<file path="src/rtl/rs_syndrome_5.sv">
// rtl/rs_syndrome_5.sv - GF(2^5) Reed-Solomon S1/S2 syndrome accumulator (optional framing checks: RS_SYN_FRAME_CHECK_EN)
module rs_syndrome_5 #(
    parameter int N_SYM = 31
) (
    input  logic       clk,
    input  logic       rstn,
    input  logic [4:0] sym_i,
    input  logic       sym_valid_i,
    input  logic       sof_i,
    output logic       sym_ready_o,
    output logic [9:0] syn_o,
    output logic       syn_valid_o,
    input  logic       syn_ready_i,
    output logic       err_o,
    output logic       frame_err_o
);

    typedef enum logic [1:0] {IDLE, ACCUM, HOLD} state_t;

    localparam logic [4:0] N_LAST = 5'(N_SYM);

    state_t     state;
    logic [4:0] count;
    logic [4:0] s1;
    logic [4:0] s2;
    logic       sym_ready;
    logic       syn_valid;
    logic [4:0] count_nxt;
    logic [4:0] s1_nxt;
    logic [4:0] s2_nxt;

    // Multiply by alpha: shift up, fold x^5 back in as x^2+1.
    function automatic logic [4:0] mul_alpha(input logic [4:0] x);
        return {x[3:0], 1'b0} ^ (x[4] ? 5'b00101 : 5'b00000);
    endfunction

    assign count_nxt = count + 5'd1;
    assign s1_nxt    = mul_alpha(s1) ^ sym_i;
    assign s2_nxt    = mul_alpha(mul_alpha(s2)) ^ sym_i;

    assign sym_ready_o = sym_ready;
    assign syn_valid_o = syn_valid;
    assign syn_o       = {s2, s1};
    assign err_o       = (s1 != 5'd0) || (s2 != 5'd0);

`ifdef RS_SYN_FRAME_CHECK_EN
    logic frame_err;
    assign frame_err_o = frame_err;

    // Framing violations raise a single-cycle pulse.
    always_ff @(posedge clk or negedge rstn) begin
        if (!rstn) begin
            frame_err <= 1'b0;
        end else begin
            frame_err <= sym_valid_i && sym_ready &&
                         ((state == IDLE && !sof_i) || (state == ACCUM && sof_i));
        end
    end
`else
    assign frame_err_o = 1'b0;
`endif

    // Codeword sequencer: accumulate N_SYM symbols, then hold result until consumed.
    always_ff @(posedge clk or negedge rstn) begin
        if (!rstn) begin
            state     <= IDLE;
            count     <= 5'd0;
            s1        <= 5'd0;
            s2        <= 5'd0;
            sym_ready <= 1'b1;
            syn_valid <= 1'b0;
        end else begin
            case (state)
                IDLE: begin
                    if (sym_valid_i && sof_i) begin
                        s1    <= sym_i;
                        s2    <= sym_i;
                        count <= 5'd1;
                        state <= ACCUM;
                    end
                end
                ACCUM: begin
                    if (sym_valid_i) begin
`ifdef RS_SYN_FRAME_CHECK_EN
                        if (sof_i) begin
                            s1    <= sym_i;
                            s2    <= sym_i;
                            count <= 5'd1;
                        end else
`endif
                        begin
                            s1    <= s1_nxt;
                            s2    <= s2_nxt;
                            count <= count_nxt;
                            if (count_nxt == N_LAST) begin
                                state     <= HOLD;
                                sym_ready <= 1'b0;
                                syn_valid <= 1'b1;
                            end
                        end
                    end
                end
                HOLD: begin
                    if (syn_ready_i) begin
                        state     <= IDLE;
                        count     <= 5'd0;
                        sym_ready <= 1'b1;
                        syn_valid <= 1'b0;
                    end
                end
                default: begin
                    state     <= IDLE;
                    count     <= 5'd0;
                    sym_ready <= 1'b1;
                    syn_valid <= 1'b0;
                end
            endcase
        end
    end

endmodule

</file>
<file path="config.mk">
export PLATFORM = sky130hd
export DESIGN_NAME = rs_syndrome_5
export DESIGN_NICKNAME = d
export VERILOG_FILES = /design/src/rtl/rs_syndrome_5.sv
export SDC_FILE = /design/constraint.sdc
export NUM_CORES = 1
export LEC_CHECK = 0
export ABC_CLOCK_PERIOD_IN_PS = 4200
export CORE_MARGIN = 2
export CORE_UTILIZATION = 53
export CTS_CLUSTER_DIAMETER = 150
export DETAILED_ROUTE_END_ITERATION = 6
export PLACE_DENSITY = 0.87
export SKIP_CTS_REPAIR_TIMING = 1
export SLEW_MARGIN = 20
export SYNTH_ARGS = -nofsm -noshare
export SYNTH_HDL_FRONTEND = slang
export SYNTH_SLANG_ARGS = --single-unit
</file>
<file path="constraint.sdc">
create_clock -name clk -period 4.2 [get_ports clk]
set_input_delay 0.63 -clock clk [delete_from_list [all_inputs] [get_ports clk]]
set_output_delay 0.63 -clock clk [all_outputs]
set_load 0.05 [all_outputs]
</file>
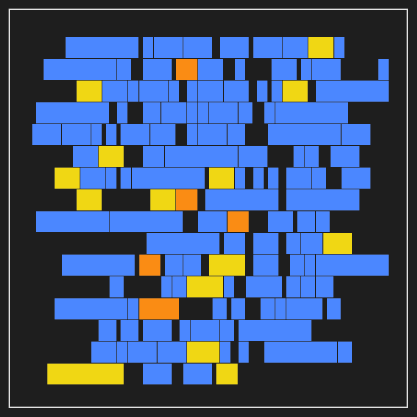
Run 1: cell sizes after repair
Drawn at 8 px/um.
[x3 and x4] orange | cells: 5
[x2] yellow | cells: 14
[x1 and smaller] blue | cells: 118

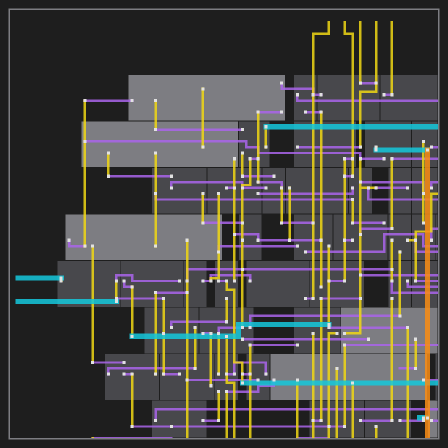
Run 1: a small window of the routed layout
Window x 0 to 25, y 25 to 50 um. Cells in grey, sequential cells in the stronger grey; small squares are vias.
[M2] yellow
[M3] cyan
[M4] orange
[M1] purple
sequential cells in the window: 5
most frequent: clkdlybuf4s50_1 (7), nor2_1 (6)
netlist names of flops here include: `s1` (3), `s2` (2)
cells with their middle in the window: 39

==> impl_metrics.toml, run 1 <==
# flow metrics
[power]
p_seq_w = 0.000316
pwr-share-seq_pct = 35.7
p_int_w = 0.000460
swShare_pct = 48.0
power_frac_comb_pct = 53.8
irDropWorstVdd_uv = 429
p_clk_share_pct = 10.5
power.leakage_nw = 0.583

[floorplanning]
initial_core_util_pct = 56.1
tap_cells = 27
chipArea_um2 = 2460

[worst_setup_path]
worstPathRequired_ns = 3.57
cp_slowest_cell = "clkdlybuf4s50_1"
ff2ff_setup_slack_ns = 2.54
crit_start = "s1[0]$_DFFE_PN0P_"
cp-end-kind = "primary output"

[timing]
max_slew.worst_pin.slew_ns = 0.839
tns_ns = 0

[route]
avgRoutedWirePerCell_um = 13.4
ant_nets = 0
vias = 880
drtIter0Drc = 6
vias_per_cell = 5.37

[cells_and_area]
logic_area_um2 = 571
comb_cells = 89
ff_count = 19
area_delta_synth_final_pct = 21.9
diodes = 0

[global_routing]
use_met1_pct = 27.0
grt_max_degree = 21

[cts]
clk_path_buf_depth = 2
cts_tree = "yes"
path_clk_slew_ns = 0.10

[place]
io_buffers = 22
dp_cells = 160

[min_path]
hold_path_class = "reg -> reg"
min_from = "sym_ready_o$_DFFE_PN1P_"

[job]
cap_viol_max_count = 0

[synthesis]
top_area_share_pct = 40.9

[run_status]
status = "finished, final reports clean"
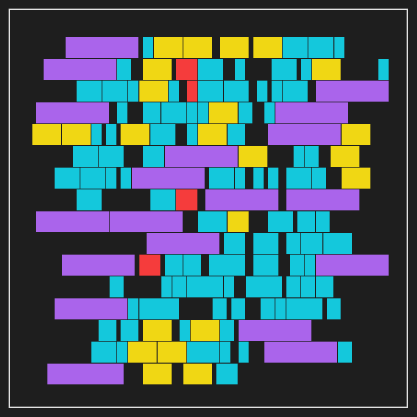
Run 1: cell classes on the final placement
Drawn at 8 px/um.
[registers] purple | cells: 19 | share of their area: 36%
[remaining logic cells] cyan | cells: 91 | share of their area: 44%
[clock drivers and dummy loads] red | cells: 4 | share of their area: 2.0%
[remaining buffers and delay cells] yellow | cells: 23 | share of their area: 17%
Rows: 16
Finished Core Util: 68.4%
core area: 1960 um2
final instance area: 1340 um2
flop share of the area: 35.5%

## run 1: per-stage QoR
| stage | setup WS [ns] | utilization, % | cell area [um2] | hold WS, ns | power (W) |
|---|---|---|---|---|---|
| after detailed placement | 2.02 | 67.1 | 1320 | 0.510 | 0.000798 |
| after global placement | 2.05 | 67.1 | 1320 | 0.498 | 0.000782 |
| after CTS | 1.66 | 68.4 | 1340 | 0.526 | 0.000893 |
| after global routing | 1.54 | 68.4 | 1340 | 0.547 | 0.000948 |
| after floorplan | 2.23 | - | 1100 | 0.334 | 0.000651 |
| final | 1.67 | 68.4 | 1340 | 0.522 | 0.000885 |
## run 1: layout by cell type (no fill, tap or decap), types with 2 or more instances in the layout
master / count
a21oi_1: 6
a21oi_2: 8
clkbuf_4: 3
clkdlybuf4s50_1: 22
dfrtp_1: 18
ha_1: 2
inv_1: 2
nand2_1: 13
nand3_1: 3
nand4_1: 2
nor2_1: 15
nor2b_1: 2
nor4_1: 2
o21ai_0: 7
xor2_1: 13
## run 1: metal layers
| layer | up-vias | routed length, um |
|---|---|---|
| met5 | - | 0 |
| met4 | 0 | 44 |
| met3 | 5 | 88 |
| met2 | 19 | 1120 |
| met1 | 420 | 942 |
| li1 | 436 | - |
## run 1: registers in the layout (all words and copies together), names as in the netlist
name / flops
state: 2
count: 5
s1: 5
s2: 5
sym_ready_o: 1
syn_valid_o: 1
## run 1: kinds of logic (layout without fill, tap and decap cells)
kind of cell | Yosys count | in the layout | synth area share (%)
buffers and inverters | 8 | 29 | 4.89
other | 1 | 1 | 0.341
adders and majority gates | 2 | 2 | 2.27
DFF | 19 | 19 | 43.3
and+or+nand+nor | 43 | 43 | 19.1
AOI/OAI and AO/OA | 28 | 28 | 18.0
muxes | 1 | 1 | 1.02
xor gates and xnor gates | 14 | 14 | 11.1
Run 1, the metal 1 layer:
Drawn at 10 px/um.
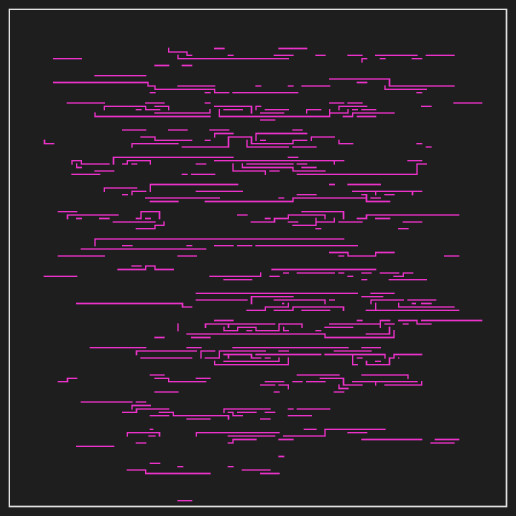

==> run 1 -> run 2 <==
--- a/config.mk
+++ b/config.mk
@@ -5,12 +5,12 @@
 export SDC_FILE = /design/constraint.sdc
 export NUM_CORES = 1
 export LEC_CHECK = 0
-export ABC_CLOCK_PERIOD_IN_PS = 4200
+export ABC_CLOCK_PERIOD_IN_PS = 2200
 export CORE_MARGIN = 2
-export CORE_UTILIZATION = 53
+export CORE_UTILIZATION = 44
 export CTS_CLUSTER_DIAMETER = 150
 export DETAILED_ROUTE_END_ITERATION = 6
-export PLACE_DENSITY = 0.87
+export PLACE_DENSITY = 0.78
 export SKIP_CTS_REPAIR_TIMING = 1
 export SLEW_MARGIN = 20
 export SYNTH_ARGS = -nofsm -noshare
==> constraint.sdc (replaced) <==
create_clock -name clk -period 2.2 [get_ports clk]
set_input_delay 0.33 -clock clk [delete_from_list [all_inputs] [get_ports clk]]
set_output_delay 0.33 -clock clk [all_outputs]
set_load 0.05 [all_outputs]
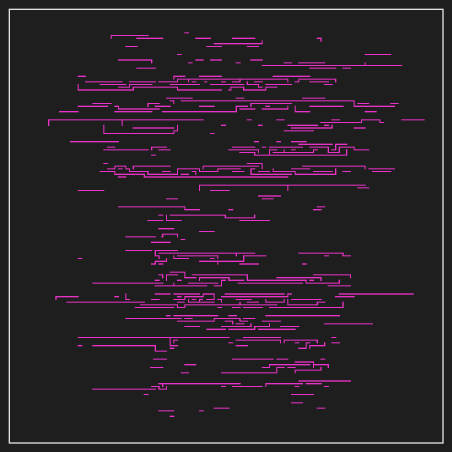
Run 2: the metal 1 layer
Drawn at 8 px/um.
nets with wire on the layer: 139
main direction: horizontal
wire length on this layer: 1020 um
drt total wl: 2.20 mm
routed vias: 851
grt met1 use: 22.3%

==> run 2 against run 1 <==
Die size rose by 19%. First-iteration DRC count rose to 3.7 times the previous value. Worst hold slack got worse by 0.18 ns. Power rose by 92%. Sequential share of layout area fell by 0.39 points. Cell count rose by 2.4%. Non-clock buffer count rose by 1. Final area rose by 1.1%. Setup slack got worse by 1.4 ns. Area after synthesis did not move. Clock-buffer cell count fell by 1. Largest cell class unchanged. Largest power group unchanged. Highest routed layer unchanged.
==> impl_metrics.toml, run 2 <==
# flow metrics
[worst_setup_path]
arrival_ns = 1.63
cp_slowest_cell = "clkdlybuf4s50_1"
cp_top_family = "buffers and inverters"
worstPathRequired_ns = 1.87
ff2ff_setup_slack_ns = 0.52
cp-end-kind = "primary output"
critPathBufInv = 1

[power]
p_clk_share_pct = 10.8
p_int_w = 0.000877
power.total_w = 0.00170
p_seq_w = 0.000606
irDropWorstVdd_uv = 935
pwr-share-seq_pct = 35.6
power.leakage_nw = 0.590
power_frac_comb_pct = 53.6

[cells_and_area]
logic_area_um2 = 571
reg.largest.list = "count x5, s1 x5, s2 x5"
final_cell_mix = "clkdlybuf4s50_1, dfrtp_1, nor2_1, nand2_1, xor2_1"
diodes = 0
lay_top_count = "clkdlybuf4s50_1"
regArea_um2 = 477

[synthesis]
fa_ha_area_share_pct = 2.27
top_cell = "dfrtp_1"
ys_sh_aoi_pct = 18.0
top_area_share_pct = 40.9
xor_share_pct = 11.1
topCombFamilyByArea = "simple AND/OR/NAND/NOR gates"

[route]
drtIter0Drc = 22
vias_per_cell = 5.07
avgRoutedWirePerCell_um = 13.1
ant_nets = 0

[run_status]
status = "finished, final reports clean"

[job]
cap_viol_max_count = 0

[timing]
max_slew.worst_pin.slew_ns = 0.511

[place]
io_buffers = 22

[floorplanning]
initial_core_util_pct = 45.3
rows = 18

[cts]
cts_tree = "yes"
clk_path_buf_depth = 2

[min_path]
hold_path_class = "in -> async"
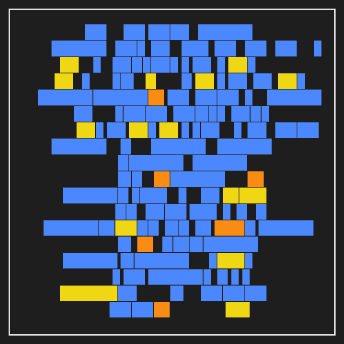
Run 2: cell sizes after repair
Drawn at 6 px/um.
[x2] yellow | cells: 15
[x1 and smaller] blue | cells: 117
[x3 and x4] orange | cells: 6
P&R area growth vs syn: 23.3%
final instance area: 1360 um2
Non-clk bufs: 24

-- run 2: cell counts after synthesis --
Identical to the previous run, type by type.
-- run 2: logic make-up after synthesis --
group	after synthesis
other	1
flip-flops	19
AND/OR/NAND/NOR	43
adder cells (fa/ha/maj)	2
AND-OR/OR-AND	28
XOR/XNOR	14
buffers and inverters	8
multiplexers	1
-- run 2: per-stage QoR --
step	instance area [um2]	hold WS [ns]	setup WS (ns)	cells	setup TNS [ns]
2_1_floorplan	1100	0.0344	0.532	116	0
3_3_place_gp	1330	0.505	0.334	164	0
3_5_place_dp	1330	0.512	0.341	164	0
4_1_cts	1360	0.349	-0.0156	168	-0.0156
5_1_grt	1360	0.339	0.186	168	0
6_report	1360	0.343	0.238	168	0
-- run 2: worst max-delay path by stage --
stage                     slack [ns]          end                     from  depth (start not counted)
after floorplan                 0.53        err_o        s2[3]$_DFFE_PN0P_                          2
after global placement          0.33        err_o        s2[4]$_DFFE_PN0P_                          3
after detailed placement        0.34        err_o        s2[4]$_DFFE_PN0P_                          3
after CTS                      -0.02        err_o        s2[4]$_DFFE_PN0P_                          3
after global routing            0.19  sym_ready_o  sym_ready_o$_DFFE_PN1P_                          1
final                           0.24  sym_ready_o  sym_ready_o$_DFFE_PN1P_                          1
-- run 2: routing by layer --
layer | routed length (um) | track usage [%]
met5 | 0 | 0
met4 | 38 | 8.75
met3 | 41 | 1.67
met2 | 1100 | 26.2
met1 | 1020 | 22.3
-- run 2: cell type report --
cell class | instances | share of cell area [%]
clock buffer | 3 | 1.66
clock inverter | 1 | 0.369
inverter | 2 | 0.553
multi-input combinational | 89 | 42.0
sequential | 19 | 35.1
tap | 30 | 2.76
timing repair buffer | 24 | 17.5
==> run 2 -> run 3 <==
--- a/config.mk
+++ b/config.mk
@@ -9,8 +9,10 @@
 export CORE_MARGIN = 2
 export CORE_UTILIZATION = 44
 export CTS_CLUSTER_DIAMETER = 150
+export CTS_CLUSTER_SIZE = 28
 export DETAILED_ROUTE_END_ITERATION = 6
 export PLACE_DENSITY = 0.78
+export REMOVE_ABC_BUFFERS = 1
 export SKIP_CTS_REPAIR_TIMING = 1
 export SLEW_MARGIN = 20
 export SYNTH_ARGS = -nofsm -noshare
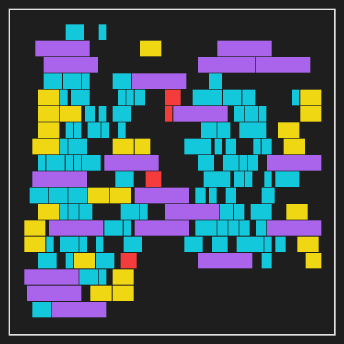
Run 3: cell classes on the final placement
Drawn at 6 px/um.
[remaining buffers and delay cells] yellow | cells: 24 | share of their area: 18%
[clock drivers and dummy loads] red | cells: 4 | share of their area: 2.0%
[registers] purple | cells: 19 | share of their area: 36%
[remaining logic cells] cyan | cells: 91 | share of their area: 44%

==> run 3 against run 2 <==
Synthesized cell count stayed put. Power is 0.62% lower. Worst hold slack improved by 0.019 ns. Maximum frequency is essentially flat. Critical path depth unchanged. Sequential share of layout area hardly changed. Register-to-register slack improved by 0.05 ns. Global-route usage up 2.1 points. Critical endpoint unchanged.
==> impl_metrics.toml, run 3 <==
# flow metrics
[run_status]
status = "finished, final reports clean"

[power]
power_frac_comb_pct = 53.8
p_seq_w = 0.000604
irDropWorstVdd_uv = 841
power.leakage_nw = 0.587
p_clk_share_pct = 10.5

[floorplanning]
rows = 18
chipArea_um2 = 2920
initial_core_util_pct = 45.3
coreArea_um2 = 2430

[timing]
tns_ns = 0
max_slew.worst_pin.slew_ns = 0.521
fin_ws_ns = 0.237

[worst_setup_path]
critPathBufInv = 1
cp-end-kind = "primary output"
cp_top_family = "buffers and inverters"
cp_slowest_cell = "clkdlybuf4s50_1"
worstPathRequired_ns = 1.87

[route]
avgRoutedWirePerCell_um = 13.8
vias = 889
drtIter0Drc = 6
drt_wl_total_mm = 2.32

[cells_and_area]
lay_top_count = "clkdlybuf4s50_1"
reg.largest.list = "count x5, s1 x5, s2 x5"
area_delta_synth_final_pct = 23.2
stdcell_count = 168
final_cell_mix = "clkdlybuf4s50_1, dfrtp_1, nor2_1, nand2_1, xor2_1"

[cts]
path_clk_slew_ns = 0.11
clk_path_buf_depth = 2
cts_tree = "yes"

[place]
dp_cells = 164
io_buffers = 22
place_ws_ns = 0.279

[synthesis]
top_cell = "dfrtp_1"

[min_path]
hold_path_class = "in -> async"
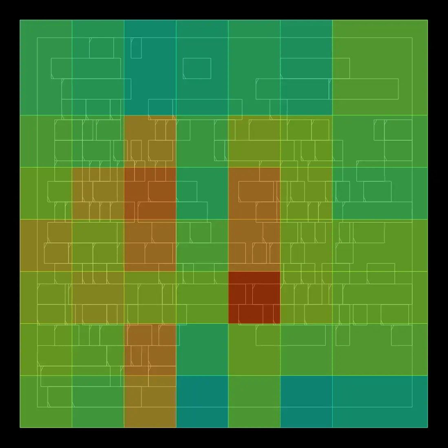
Run 3: track usage over the die
Finished Core Util: 55.8%
GR Util All Layers: 18.7%
grt met1 use: 23.0%
grt met2 use: 31.5%
met3 usage: 5.83%

## run 3: cell counts after synthesis
No cell type changed its count.
## run 3: cell families (layout without fill, tap and decap cells)
logic type                 count (synthesis)  after routing  share of synthesized area (%)
buffers and inverters                      8             30                           4.89
xor gates and xnor gates                  14             14                           11.1
AOI/OAI and AO/OA                         28             28                           18.0
muxes                                      1              1                           1.02
and+or+nand+nor                           43             43                           19.1
DFF                                       19             19                           43.3
adders and majority gates                  2              2                           2.27
other                                      1              1                          0.341
## run 3: worst max-delay path by stage
| stage | from | endpoint | slack [ns] |
|---|---|---|---|
| final | sym_ready_o$_DFFE_PN1P_ | sym_ready_o | 0.24 |
| after global routing | sym_ready_o$_DFFE_PN1P_ | sym_ready_o | 0.18 |
| after CTS | s2[4]$_DFFE_PN0P_ | err_o | -0.08 |
| after detailed placement | s2[4]$_DFFE_PN0P_ | err_o | 0.28 |
| after global placement | s2[4]$_DFFE_PN0P_ | err_o | 0.31 |
| after floorplan | state[0]$_DFFE_PN0P_ | s1[0]$_DFFE_PN0P_ | 0.53 |
## run 3: stage by stage
| stage | power [W] | area (um2) |
|---|---|---|
| finish | 0.00169 | 1360 |
| global route | 0.00182 | 1360 |
| CTS | 0.00171 | 1350 |
| detailed placement | 0.00153 | 1330 |
| global placement | 0.00150 | 1330 |
| floorplan | 0.00124 | 1050 |
## run 3: layout make-up
type                       instances  area, um2
tap                               30       37.5
sequential                        19        477
fill                             232       1080
timing repair buffer              24        238
clock buffer                       4       26.3
multi-input combinational         89        571
inverter                           2       7.51
## run 3: routing by layer
layer  routed length (um)  vias up  part of all wire [%]  GRT usage, %
met5                    0        -                     0             0
met4                    0        0                     0          5.00
met3                  140        0                   6.0          5.83
met2                 1160       21                    50          31.5
met1                 1020      431                    44          23.0
li1                     -      437                     -             -
Power and IR drop assume default switching activity.
